===== src/rtl/tt_pad_arbiter.sv =====
// rtl/tt_pad_arbiter.sv - round-robin time-sharing of one bidirectional pad with turnaround and pad config
// Optional: PAD_ARB_IDLE_PULL_EN pulls the pad low (PD=1, PU=0) while no owner drives it.
module tt_pad_arbiter #(
    parameter int N_REQ       = 4,
    parameter int HOLD_CYCLES = 16,
    parameter int TURN_CYCLES = 2
) (
    input  logic             clk,
    input  logic             rst_n,
    input  logic [N_REQ-1:0] req,
    input  logic [N_REQ-1:0] req_data,
    output logic [N_REQ-1:0] gnt,
    input  logic             cfg_we,
    input  logic [4:0]       cfg_wdata,
    output logic             cfg_err,
    input  logic             pad_Y,
    output logic             rd_data,
    output logic             pad_A,
    output logic             pad_OE,
    output logic             pad_IE,
    output logic             pad_SL,
    output logic             pad_CS,
    output logic             pad_PD,
    output logic             pad_PU
);
    localparam int IW = $clog2(N_REQ);
    localparam int HW = $clog2(HOLD_CYCLES + 1);
    localparam int TW = $clog2(TURN_CYCLES + 1);

    typedef enum logic [1:0] {S_IDLE, S_TURN, S_OWN} state_t;

    state_t          state;
    logic [IW-1:0]   owner;
    logic [IW-1:0]   rr_ptr;
    logic [HW-1:0]   hold;
    logic [TW-1:0]   turn_cnt;
    logic [4:0]      cfg;
    logic [4:0]      cfg_next;
    logic            cfg_clash;
    logic            sync1;
    logic            sync2;

    logic [N_REQ-1:0] cand;
    logic             pick_any;
    logic [IW-1:0]    pick_idx;
    logic [IW-1:0]    scan_idx;

    // Candidates never include the current owner, so preemption always moves the pad on.
    always_comb begin
        cand     = (state == S_IDLE) ? req : (req & ~(N_REQ'(1) << owner));
        pick_any = 1'b0;
        pick_idx = '0;
        scan_idx = '0;
        for (int i = N_REQ - 1; i >= 0; i--) begin
            scan_idx = IW'((int'(rr_ptr) + i) % N_REQ);
            if (cand[scan_idx]) begin
                pick_any = 1'b1;
                pick_idx = scan_idx;
            end
        end
    end

    // {CS,SL,PU,PD,IE}; a PU+PD clash stores both pulls off.
    always_comb begin
        cfg_clash = cfg_we && cfg_wdata[2] && cfg_wdata[1];
        cfg_next  = cfg;
        if (cfg_we) begin
            cfg_next = cfg_clash ? (cfg_wdata & 5'b11001) : cfg_wdata;
        end
    end

    assign rd_data = sync2 & cfg[0];

    always_ff @(posedge clk) begin
        if (!rst_n) begin
            state    <= S_IDLE;
            owner    <= '0;
            rr_ptr   <= '0;
            hold     <= '0;
            turn_cnt <= '0;
            gnt      <= '0;
            cfg      <= '0;
            cfg_err  <= 1'b0;
            sync1    <= 1'b0;
            sync2    <= 1'b0;
            pad_A    <= 1'b0;
            pad_OE   <= 1'b0;
            pad_IE   <= 1'b0;
            pad_SL   <= 1'b0;
            pad_CS   <= 1'b0;
            pad_PD   <= 1'b0;
            pad_PU   <= 1'b0;
        end else begin
            cfg     <= cfg_next;
            cfg_err <= cfg_err | cfg_clash;
            sync1   <= pad_Y;
            sync2   <= sync1;
            pad_IE  <= cfg_next[0];
            pad_SL  <= cfg_next[3];
            pad_CS  <= cfg_next[4];
            pad_OE  <= (state == S_OWN);
            pad_A   <= (state == S_OWN) && req_data[owner];
`ifdef PAD_ARB_IDLE_PULL_EN
            pad_PU  <= (state == S_OWN) ? cfg_next[2] : 1'b0;
            pad_PD  <= (state == S_OWN) ? cfg_next[1] : 1'b1;
`else
            pad_PU  <= cfg_next[2];
            pad_PD  <= cfg_next[1];
`endif

            case (state)
                S_IDLE: begin
                    if (pick_any) begin
                        owner    <= pick_idx;
                        turn_cnt <= '0;
                        state    <= S_TURN;
                    end
                end
                S_TURN: begin
                    if (turn_cnt == TW'(TURN_CYCLES - 1)) begin
                        if (req[owner]) begin
                            state  <= S_OWN;
                            gnt    <= N_REQ'(1) << owner;
                            rr_ptr <= (owner == IW'(N_REQ - 1)) ? '0 : owner + 1'b1;
                            hold   <= HW'(1);
                        end else if (pick_any) begin
                            owner    <= pick_idx;
                            turn_cnt <= '0;
                        end else begin
                            state <= S_IDLE;
                        end
                    end else begin
                        turn_cnt <= turn_cnt + 1'b1;
                    end
                end
                S_OWN: begin
                    if (!req[owner] || (hold == HW'(HOLD_CYCLES) && pick_any)) begin
                        gnt <= '0;
                        if (pick_any) begin
                            owner    <= pick_idx;
                            turn_cnt <= '0;
                            state    <= S_TURN;
                        end else begin
                            state <= S_IDLE;
                        end
                    end else if (hold != HW'(HOLD_CYCLES)) begin
                        hold <= hold + 1'b1;
                    end
                end
                default: state <= S_IDLE;
            endcase
        end
    end
endmodule

===== config.mk =====
export PLATFORM = sky130hd
export DESIGN_NAME = tt_pad_arbiter
export DESIGN_NICKNAME = d
export VERILOG_FILES = /design/src/rtl/tt_pad_arbiter.sv
export SDC_FILE = /design/constraint.sdc
export NUM_CORES = 1
export LEC_CHECK = 0
export CAP_MARGIN = 40
export CORE_AREA = 2 2 82 45
export DETAILED_ROUTE_END_ITERATION = 6
export DIE_AREA = 0 0 84 47
export PLACE_DENSITY = 0.75
export SLEW_MARGIN = 40
export SYNTH_ARGS = -nofsm -noshare
export SYNTH_HDL_FRONTEND = slang
export SYNTH_SLANG_ARGS = --single-unit

===== constraint.sdc =====
create_clock -name clk -period 2.6 [get_ports clk]
set_input_delay 0.65 -clock clk [delete_from_list [all_inputs] [get_ports clk]]
set_output_delay 0.65 -clock clk [all_outputs]
set_load 0.05 [all_outputs]

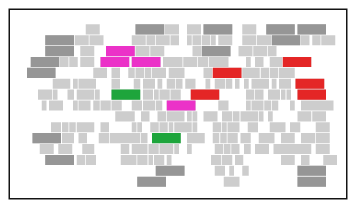
**Above:** run 1 (register map, names as in the netlist).
(4 px per um)
`owner`: in green, placed flops 2. `hold`: in red, placed flops 5, where east. `gnt`: in magenta, placed flops 4.
Another 16 sequential cells are not colored.
flop share of the area: 27.5%
seq pwr: 0.516 mW

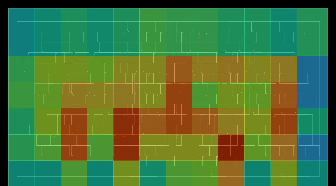
**Above:** run 1 (track usage over the die).
Layout Utilization: 60.6%
GRT met3 Usage: 5.27%
grt met1 use: 29.1%

==> results.py, run 1 <==
# Flow results
metrics = {
    "sta": {
        "hold_ws_ns": 0.438,
        "hold_viol": 0,
        "finalClockPeriodUsage_pct": 93.6,
        "setup-tns-final_ns": 0,
        "setup_viol_count_final": 0,
        "fin_ws_ns": 0.166,
        "skew_ns": 0.00405,
        "slew_headroom_pct": 65.1,
        "finalCriticalPeriod_ns": 2.43,
        "maxSlewViolCount": 0,
    },
    "detailed_routing": {
        "drc": 0,
        "avgViaCountPerCell": 5.57,
        "drt_iter0_markers": 84,
        "first_pass_iters": 4,
        "drt-wirelength-per-cell_um": 15.2,
        "antenna_left": 0,
    },
    "run_status": {
        "status": "finished clean",
    },
    "global_route": {
        "grt_max_degree": 15,
        "grt_use_total_pct": 19.6,
        "grt_pass1_wl_mm": 5.85,
        "grt_pass1_vias": 1232,
        "grt_antenna_before_repair": 0,
        "grt_overflow": 0,
    },
    "clock_network": {
        "clk_latency_ns": 0.28,
        "holdBufCountCts": 0,
        "clock-sinks": 27,
        "clk_path_buf_depth": 2,
        "cts.htree.levels": 1,
        "cts_tree": "built",
        "cts_setup_buffers": 0,
        "clkTransAtPathRegs_ns": 0.09,
        "cts_resized": 0,
        "cts_root_buffer": "clkbuf_8",
    },
    "power": {
        "ir_drop_uv": 350,
        "p_clk_share_pct": 17.7,
        "p_leak_nw": 0.770,
        "combPwrFrac_pct": 43.9,
        "comb_cell_power_mw": 0.591,
        "clock_power_mw": 0.239,
        "switching_share_pct": 38.4,
        "power.total_mw": 1.35,
        "p_int_mw": 0.829,
        "p_sw_mw": 0.517,
        "power.group.top": "combinational cells",
    },
    "floorplan": {
        "fp.dieW_um": 84,
        "fp.dieH_um": 47,
        "row_count": 15,
        "core_util_floorplan_pct": 47.8,
        "tap_cells": 42,
        "io_pins": 30,
        "core_um2": 3250,
    },
    "final_layout": {
        "comb_area_um2": 927,
        "inv_count": 14,
        "area_share_clock_buf_inv_pct": 2.29,
        "buffer_area_share_pct": 17.8,
        "ff_count": 27,
        "regArea_um2": 541,
        "drive_above_1_share_pct": 10.7,
        "n_fill_cell": 270,
        "nNetsFinal": 233,
        "largest_reg_flops": 5,
        "clock_buffers": 4,
        "comb-cell-share_pct": 47.1,
        "area.growth.synth_to_final_pct": 26.9,
        "n_all_buffers": 37,
        "regMostFlops": "hold",
        "antennaDiodeCount": 0,
        "finalNonFillerCells": 247,
        "comb_cells": 123,
    },
    "hold_path": {
        "min_to": "sync2$_SDFF_PN0_",
        "hold_class": "reg -> reg",
        "hold_depth": 1,
        "hold_path.startpoint": "sync1$_SDFF_PN0_",
    },
    "logic_synthesis": {
        "yosysChipArea_um2": 1550,
        "synthFlopType": "dfxtp_1",
        "syn_area_um2": 1550,
        "syn-num-nets": 197,
        "avgSynthCellArea_um2": 9.13,
        "most_common_cell": "dfxtp_1",
        "async_flop_share_pct": 0,
        "ys_warn_count": 0,
        "top_area_cell": "dfxtp_1",
        "ys.flops": 27,
        "synth_stat.cells": 170,
        "top_cell_area_share_pct": 34.8,
        "syn_inst": 170,
        "yosys.stat.seqShare_pct": 34.8,
        "edf_count": 0,
        "synth.distinct_cells": 43,
    },
    "run": {
        "maxCapViolCount": 0,
        "tool_warnings": 33,
    },
    "placed_design": {
        "dp_hpwl_mm": 3.04,
        "io_buffers": 29,
        "dp.cells": 243,
        "pre_cts_slack_ns": -0.0598,
        "routabilityCongestion": 0.857,
        "dpl_cell_area_um2": 1920,
    },
    "critical_path": {
        "path_max_fanout": 8,
        "path_delay_family": "flip-flops",
        "critPathKind": "reg -> reg",
        "cp-start-kind": "flip-flop",
        "max_stage_delay_ns": 0.56,
        "path_buffers": 3,
        "crit_arrival_ns": 2.64,
        "worstPathRequired_ns": 2.81,
        "reg2reg_depth": 9,
        "reg2reg_to": "state[0]$_SDFFE_PN0P_",
        "worstReg2RegStart": "owner[0]$_SDFFE_PN0P_",
    },
}
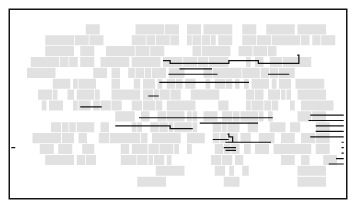
**Above:** run 1 (met3 routing).
(4 px per um) Cells faint in the background.
The longest straight run is 33.1 um. The layer carries 227 um of wire. The layer holds 6.1% of the routed length.
vias: 1376
final wirelength: 3.74 mm

run 1: logic make-up after synthesis:
kind of cell | Yosys count | share of synthesized area, %
fa+ha+maj | 10 | 8.06
simple gates | 59 | 23.0
mux | 13 | 10.6
xor+xnor | 3 | 1.69
compound gates | 38 | 16.5
flops | 27 | 34.8
buf+inv | 20 | 5.40
run 1: cell usage in the layout (no fill, tap or decap), types with 3 or more instances in the layout:
master / Yosys / layout
clkbuf_8: 0 / 3
nand2b_1: 6 / 6
mux2_2: 3 / 3
a21oi_1: 6 / 6
o21ai_0: 9 / 9
xor2_1: 3 / 3
nor2b_1: 10 / 10
nand4_1: 5 / 5
a21boi_0: 5 / 5
nand3_1: 4 / 4
ha_1: 10 / 10
nor2_1: 4 / 4
dfxtp_1: 27 / 27
inv_1: 14 / 14
clkdlybuf4s50_1: 0 / 29
and2_1: 7 / 7
a211oi_1: 5 / 5
mux2i_1: 7 / 7
buf_4: 0 / 8
nand2_1: 13 / 13
run 1: worst max path at each step:
stage                           from                    end  slack (ns)  cells past startpoint
2_1_floorplan                 req[3]  owner[0]$_SDFFE_PN0P_        0.53                      5
3_3_place_gp                  req[0]  owner[0]$_SDFFE_PN0P_        0.04                      6
3_5_place_dp                  req[0]  owner[0]$_SDFFE_PN0P_       -0.06                      6
4_1_cts        owner[0]$_SDFFE_PN0P_  state[0]$_SDFFE_PN0P_        0.18                      9
5_1_grt        owner[0]$_SDFFE_PN0P_  state[0]$_SDFFE_PN0P_      0.0003                      8
6_report       owner[0]$_SDFFE_PN0P_  state[0]$_SDFFE_PN0P_        0.17                      9
run 1: routing by layer:
metal / vias to the layer above / wire [um] / global-route usage (%)
met2: 40 / 1540 / 28.6
met4: 0 / 14 / 4.19
met5: - / 0 / 0
li1: 675 / - / -
met3: 2 / 226 / 5.27
met1: 659 / 1960 / 29.1
**Run 1: wiring by layer**

(4 px per um)
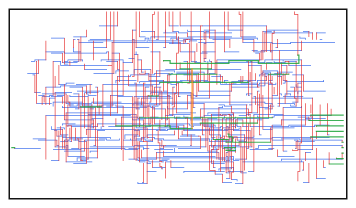

==> inputs of run 2 (changes only) <==
--- a/config.mk
+++ b/config.mk
@@ -5,11 +5,10 @@
 export SDC_FILE = /design/constraint.sdc
 export NUM_CORES = 1
 export LEC_CHECK = 0
-export CAP_MARGIN = 40
-export CORE_AREA = 2 2 82 45
+export CORE_AREA = 2 2 59 61
 export DETAILED_ROUTE_END_ITERATION = 6
-export DIE_AREA = 0 0 84 47
-export PLACE_DENSITY = 0.75
+export DIE_AREA = 0 0 61 63
+export PLACE_DENSITY = 0.76
 export SLEW_MARGIN = 40
 export SYNTH_ARGS = -nofsm -noshare
 export SYNTH_HDL_FRONTEND = slang
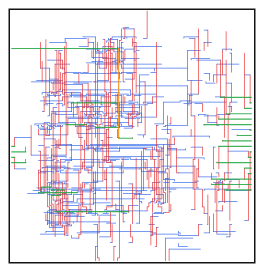
**Above:** run 2 (wiring by layer).
(4 px per um)
M4: in orange, wire length 22.4 um. M2: in red, wire length 1650 um. M1: in blue, wire length 1450 um. M3: in green, wire length 191 um.

==> run 2 against run 1 <==
Effect of this change: combinational power shrank 2%; sequential cell count unchanged; largest power group unchanged; non-clock buffer count shrank 1; global-route usage fell by 1.7 points; largest cell class unchanged; total power fell by 6.1%; critical endpoint is now owner[0]$_SDFFE_PN0P_; clock power fell by 26%; register-to-register slack better by 0.07 ns; synthesized area unchanged; critical path depth down 1; synthesized cell count did not move; clock-buffer cell count down 1.
==> results.py, run 2 <==
# Flow results
metrics = {
    "run_status": {
        "status": "finished clean",
    },
    "final_layout": {
        "final_layout_top_logic_cells": "clkdlybuf4s50_1, dfxtp_1, inv_1",
        "largest_reg_flops": 5,
        "nNetsFinal": 232,
        "drive_above_1_share_pct": 10.8,
        "comb_area_um2": 927,
        "final_common_cell": "clkdlybuf4s50_1",
    },
    "power": {
        "p_clk_share_pct": 13.9,
        "ir_drop_uv": 398,
        "p_int_mw": 0.778,
        "p_sw_mw": 0.487,
    },
    "run": {
        "tool_warnings": 33,
        "maxCapViolCount": 0,
    },
    "critical_path": {
        "reg2reg_to": "owner[0]$_SDFFE_PN0P_",
        "path_delay_family": "flip-flops",
        "startpoint": "owner[0]$_SDFFE_PN0P_",
        "endpoint": "owner[0]$_SDFFE_PN0P_",
        "cp-start-kind": "flip-flop",
        "crit_cells": 8,
        "worstPathRequired_ns": 2.82,
        "critPathKind": "reg -> reg",
    },
    "logic_synthesis": {
        "top_area_cell": "dfxtp_1",
        "edf_count": 0,
        "async_flop_share_pct": 0,
        "ys.flops": 27,
        "top_cell_area_share_pct": 34.8,
        "yosys.stat.seqShare_pct": 34.8,
        "syn_area_um2": 1550,
        "yosysChipArea_um2": 1550,
        "synthFlopType": "dfxtp_1",
        "synth.distinct_cells": 43,
        "avgSynthCellArea_um2": 9.13,
        "most_common_cell": "dfxtp_1",
        "ys_warn_count": 0,
        "syn-num-nets": 197,
    },
    "clock_network": {
        "clk_latency_ns": 0.31,
        "clkTransAtPathRegs_ns": 0.14,
        "cts_setup_buffers": 0,
        "cts_root_buffer": "clkbuf_4",
        "holdBufCountCts": 0,
    },
    "detailed_routing": {
        "drc": 0,
        "antenna_left": 0,
        "drt_iter0_markers": 42,
        "num_vias": 1361,
        "first_pass_iters": 4,
        "avgViaCountPerCell": 5.44,
    },
    "sta": {
        "maxSlewViolCount": 0,
        "skew_ns": 0.00338,
        "finalClockPeriodUsage_pct": 91.1,
        "setup-tns-final_ns": 0,
        "finalCriticalPeriod_ns": 2.37,
        "hold_viol": 0,
    },
    "global_route": {
        "grt_use_total_pct": 17.8,
        "grt_pass1_vias": 1264,
        "grt_overflow": 0,
        "grt_antenna_before_repair": 0,
    },
    "hold_path": {
        "hold_class": "reg -> reg",
        "min_to": "sync2$_SDFF_PN0_",
    },
    "floorplan": {
        "core_util_floorplan_pct": 48.0,
        "core_um2": 3230,
        "row_count": 21,
        "fp.dieH_um": 63,
        "fp.dieW_um": 61,
    },
    "placed_design": {
        "dp.cells": 246,
        "dp_hpwl_mm": 2.66,
    },
}
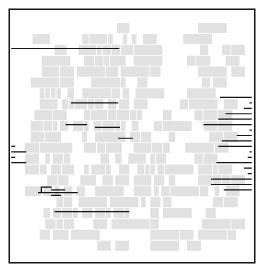
**Above:** run 2 (met3 routing).
(4 px per um) Cells faint in the background.
The wires run mostly horizontal. 30 nets have wire on it.

==> run 2: power by group through the flow <==
stage	logic (mW)	clock network (mW)	registers (mW)
finish	0.581	0.176	0.507
global route	0.636	0.195	0.515
CTS	0.577	0.179	0.508
detailed placement	0.573	0	0.517
global placement	0.555	0	0.513
floorplan	0.389	0	0.538
==> run 2: per-stage QoR <==
| step | utilization (%) | power, mW | cell area [um2] | setup WS (ns) |
|---|---|---|---|---|
| 6_report | 60.3 | 1.26 | 1950 | 0.231 |
| 5_1_grt | 60.3 | 1.35 | 1950 | 0.0466 |
| 4_1_cts | 60.3 | 1.26 | 1950 | 0.238 |
| 3_5_place_dp | 59.4 | 1.09 | 1920 | -0.00157 |
| 3_3_place_gp | 59.4 | 1.07 | 1920 | 0.0446 |
| 2_1_floorplan | - | 0.927 | 1550 | 0.534 |
==> run 2: layer usage <==
layer | up-vias | part of all wire (%) | global-route usage, %
li1 | 667 | - | -
met2 | 40 | 50 | 32.4
met5 | - | 0 | 0
met1 | 652 | 44 | 21.3
met3 | 2 | 5.7 | 2.48
met4 | 0 | 0.66 | 4.08
==> run 2: final cells by class <==
type / instances / area share, %
Multi-Input combinational cell: 123 / 47.6
Timing Repair Buffer: 36 / 17.6
Clock inverter: 1 / 0.257
Tap cell: 46 / 2.95
Clock buffer: 3 / 1.16
Inverter: 14 / 2.70
Sequential cell: 27 / 27.7
==> run 2: cells by family after synthesis <==
logic type	Yosys count	synth area share [%]
buf+inv	20	5.40
xor+xnor	3	1.69
flops	27	34.8
compound gates	38	16.5
mux	13	10.6
fa+ha+maj	10	8.06
simple gates	59	23.0
Power figures rest on the tool's default switching activity, not on a simulated workload.
